Figure 1. I/O pins on the die edge.
Scale: 1 px per µm. Pins as bars across the die edge, other pins in grey.
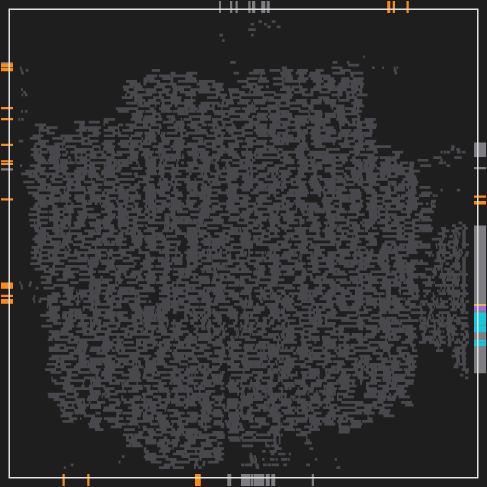
Figure 2. M3 wires.
Scale: 1 px per µm.
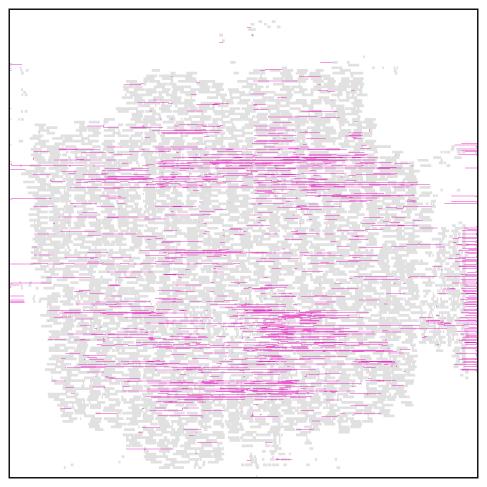
Figure 3. Routing congestion map.
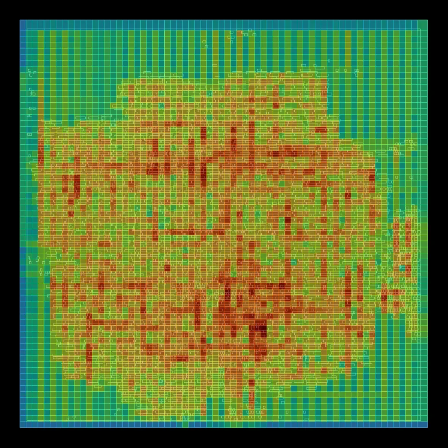
Figure 4. The metal 2 layer.
Scale: 1 px per µm.
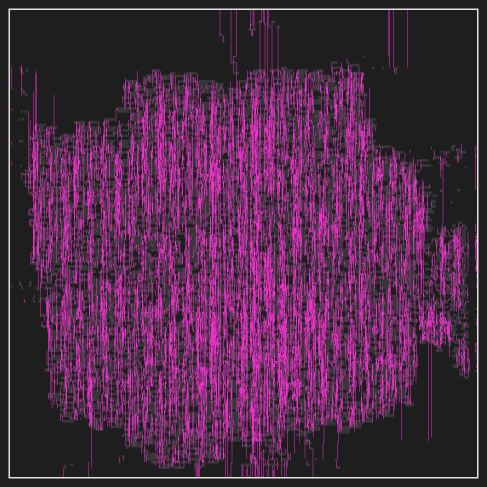
Figure 5. Wiring heat map.
23 x 23 tiles, from dark blue (low) to red (high), scaled to the fullest tile. Values are wire area over tile area, all layers added.
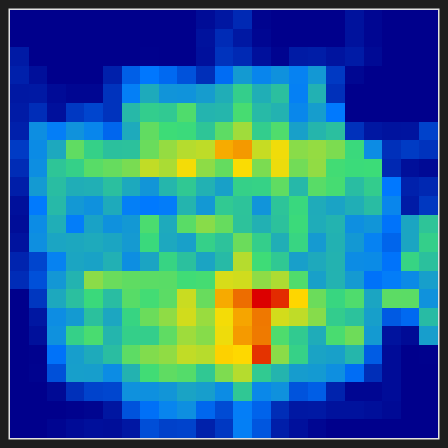
==> config.mk <==
export PLATFORM = sky130hd
export DESIGN_NAME = instr_fetch_mem
export DESIGN_NICKNAME = d
export VERILOG_FILES = /design/src/rtl/mips_pkg.sv /design/src/rtl/instr_ram.sv /design/src/rtl/instr_fetch_mem.sv
export SDC_FILE = /design/constraint.sdc
export NUM_CORES = 2
export LEC_CHECK = 0
export CORE_MARGIN = 8
export CORE_UTILIZATION = 40
export CTS_BUF_LIST = sky130_fd_sc_hd__clkbuf_2 sky130_fd_sc_hd__clkbuf_4 sky130_fd_sc_hd__clkbuf_8
export DETAILED_ROUTE_END_ITERATION = 10
export HOLD_SLACK_MARGIN = 0.06
export PLACE_DENSITY = 0.63
export SKIP_LAST_GASP = 1
export SYNTH_ARGS = -nofsm -noshare
export SYNTH_HDL_FRONTEND = slang
export SYNTH_SLANG_ARGS = --single-unit
==> constraint.sdc <==
create_clock -name clk -period 11.81 [get_ports clk]
set_clock_uncertainty 0.15 [all_clocks]
set_input_delay 1.181 -clock clk [delete_from_list [all_inputs] [get_ports clk]]
set_output_delay 1.181 -clock clk [all_outputs]
set_load 0.05 [all_outputs]
==> flow_summary.toml <==
# yosys + openroad results
[final_layout]
syn2layout_area_growth_pct = 15.1
largest_register_ffs = 2048
drive_gt1_frac = 0.288
n_fill_cell = 16700
final_nets = 4302

[placement]
place_hpwl_um = 118000
portBuffers = 189
gp_routability_congestion = 0.807

[logic_synthesis]
yosysWarnings = 0
ys_types = 55
ys_area_um2 = 81400
common_cells = "edfxtp_1, mux4_2, nand2_1"
yosysMostFrequentCell = "edfxtp_1"
synth_cells = 3729
synth_seq_share = 0.781
ff_type = "edfxtp_1"
synth_top_area_share = 0.767
syn_area_per_cell_um2 = 21.8
synth_flops = 2135
syn-num-nets = 3833
area_leaders = "edfxtp_1, mux4_2, dfxtp_1, mux2i_1, a22oi_1"
ys_cells = 3729
synthArstFlopShare = 0
edf_count = 2080
netlist.top_cell.by_area = "edfxtp_1"
syn-cell-area_um2 = 81400

[clock_tree]
htreeDepth = 5
cts.sinks = 2135
ctsResizeCount = 0
insertion_delay_ps = 1070
cts_post_setup_buffers_inserted = 0
cts_inserted_buffers = 355
clk_pin_slew_ps = 60
holdBufCountCts = 0
root_buffer = "clkbuf_8"
cts_tree = "done"
cts_buffer_depth = 4

[power_and_ir_drop]
swShare = 0.218
powerDensity_nw_per_um2 = 161
p_int_uw = 11800
p_seq_frac = 0.550
switching_power_uw = 3300
power_leakage_uw = 0.0291
finalPower_uw = 15100
pwr-share-comb = 0.047
peakVddDrop_mv = 0.116
p_clk_frac = 0.403

[floorplanning]
io_pins = 190
fp-utilization = 0.402
chipArea_um2 = 218000
core_area_um2 = 202000
num_rows = 165

[final_timing]
drv_slew = 0
min_period_over_period = 0.408
setup_tns_ps = 0
timing.hold.ws_ps = 304
slew_headroom = 0.0936
rsz0062_at_grt = "false"
fmax_ghz = 0.207
hold_viol_final = 0
finalSetupViolCount = 0
worst_pin_slew_ps = 1350
finalCriticalPeriod_ps = 4820

[routing]
dr.first_iter.drc_count = 4352
antenna_left = 0
first_pass_iters = 6
viasPerCell = 5.68
route.detailed.drc = 0

[setup_path]
critPathLaunchType = "primary input"
reg2regPathDepth = 6
path_class = "in -> reg"
worstPathArrival_ps = 5330
end_kind = "flip-flop"
cp_max_fo = 75
cp.required_ps = 12320
regToRegSetupSlack_ps = 7720

[global_route]
grt_pass1_vias = 41300
grt_max_degree = 123
grt_pass1_wl_um = 297000
gr-total-overflow = 0
antenna_found_initial = 17

[run_status]
status = "finished clean"

[hold_path]
hold_class = "reg -> reg"
worstHoldPathCells = 2

[job]
warnings = 34
maxCapViolCount = 0
## Picture notes: Figure 1
legend:
  cyan:
    port: `load_count`
    pins: 16
    direction: output
    edge: east
  purple:
    port: `mode`
    pins: 2
    direction: output
    edge: east
  yellow:
    port: `prog_en`
    pins: 1
    direction: input
    edge: east
  orange:
    port: `load_data`
    pins: 32
    direction: input
    edge: 18 west, 7 south, 4 north, 3 east
all pins by edge: 122 east, 33 south, 20 west, 15 north
Die Span Y: 467 µm
die width: 467 µm

## Picture notes: Figure 2
main direction: horizontal
longest straight run: 238 µm
nets with wire on the layer: 576
share of all routed wire: 9.9%
wire length on this layer: 20.5 mm
routed via count: 40.5k
Detailed Route WL: 208000 µm
M3 GR Usage: 0.0576

## Picture notes: Figure 3
gr busiest metal: met2
met1 global-route usage: 0.252

## Picture notes: Figure 4
wire length on this layer: 97.6 mm
main direction: vertical
grt met2 use: 0.293

## Picture notes: Figure 5
nearly empty tiles: 20%
fullest tile: 0.55
mean over tiles: 0.16
emptiest ninth of the die: north-east
tiles over half the peak: 20%
wire per inst: 29.2 µm
Total GRT Usage: 0.187

[per-stage QoR]
step	utilization	setup WS, ps	instance area [µm²]	cells
after global placement	0.431	5960	87100	6513
after detailed placement	0.431	5990	87100	6513
after floorplan	-	7100	81400	3729
final	0.463	6990	93700	7134
after global routing	0.463	6770	93600	7124
after CTS	0.463	7050	93600	7121
[placed cells by master (no fill, tap or decap), types with 33 or more instances in the layout]
| cell | count |
|---|---|
| a21oi_1 | 56 |
| a221oi_1 | 42 |
| a22oi_1 | 96 |
| buf_2 | 33 |
| buf_4 | 131 |
| clkbuf_4 | 89 |
| clkbuf_8 | 367 |
| clkdlybuf4s50_1 | 152 |
| clkinv_1 | 98 |
| clkinv_2 | 38 |
| dfxtp_1 | 54 |
| edfxtp_1 | 2080 |
| mux2i_1 | 97 |
| mux4_2 | 505 |
| nand2_1 | 174 |
| nand3_1 | 35 |
| nor2_4 | 65 |
| nor2b_1 | 38 |
| o21ai_0 | 39 |
[logic make-up after synthesis]
| logic type | synth area share |
|---|---|
| AOI/OAI and AO/OA | 0.0282 |
| and+or+nand+nor | 0.0261 |
| DFF | 0.781 |
| adders and majority gates | 0.000154 |
| buffers and inverters | 0.0114 |
| muxes | 0.153 |
[power groups by stage]
| stage | Sequential [µW] | Clock [µW] | Combinational [µW] |
|---|---|---|---|
| floorplan | 8480 | 0 | 368 |
| global placement | 8470 | 0 | 705 |
| detailed placement | 8470 | 0 | 713 |
| CTS | 8310 | 6220 | 714 |
| global route | 8310 | 6530 | 753 |
| finish | 8310 | 6100 | 710 |
[routing by layer]
| metal | wire (µm) | share of wire | vias up |
|---|---|---|---|
| met5 | 29 | 0.00014 | - |
| met4 | 6240 | 0.030 | 4 |
| met3 | 20500 | 0.098 | 358 |
| met2 | 97600 | 0.47 | 1953 |
| met1 | 84100 | 0.40 | 21400 |
| li1 | - | - | 16800 |
[final cells by class]
cell class	count	area [µm²]	share of cell area
inverters	5	18.8	0.000200
multi-input cells	1378	17400	0.186
well taps	2672	3340	0.0357
clock inverters	152	793	0.00847
clock buffers	456	5720	0.0611
repair buffers	323	2800	0.0298
diodes	13	32.5	0.000347
flip-flops and latches	2135	63600	0.679
[critical path, stage by stage]
cell	delay [ps]
buf_8	590
buf_4	730
buf_4	800
mux4_2	440
a22o_1	260
a221oi_1	950
a221oi_1	230
Power is estimated from default activity; no workload was simulated.
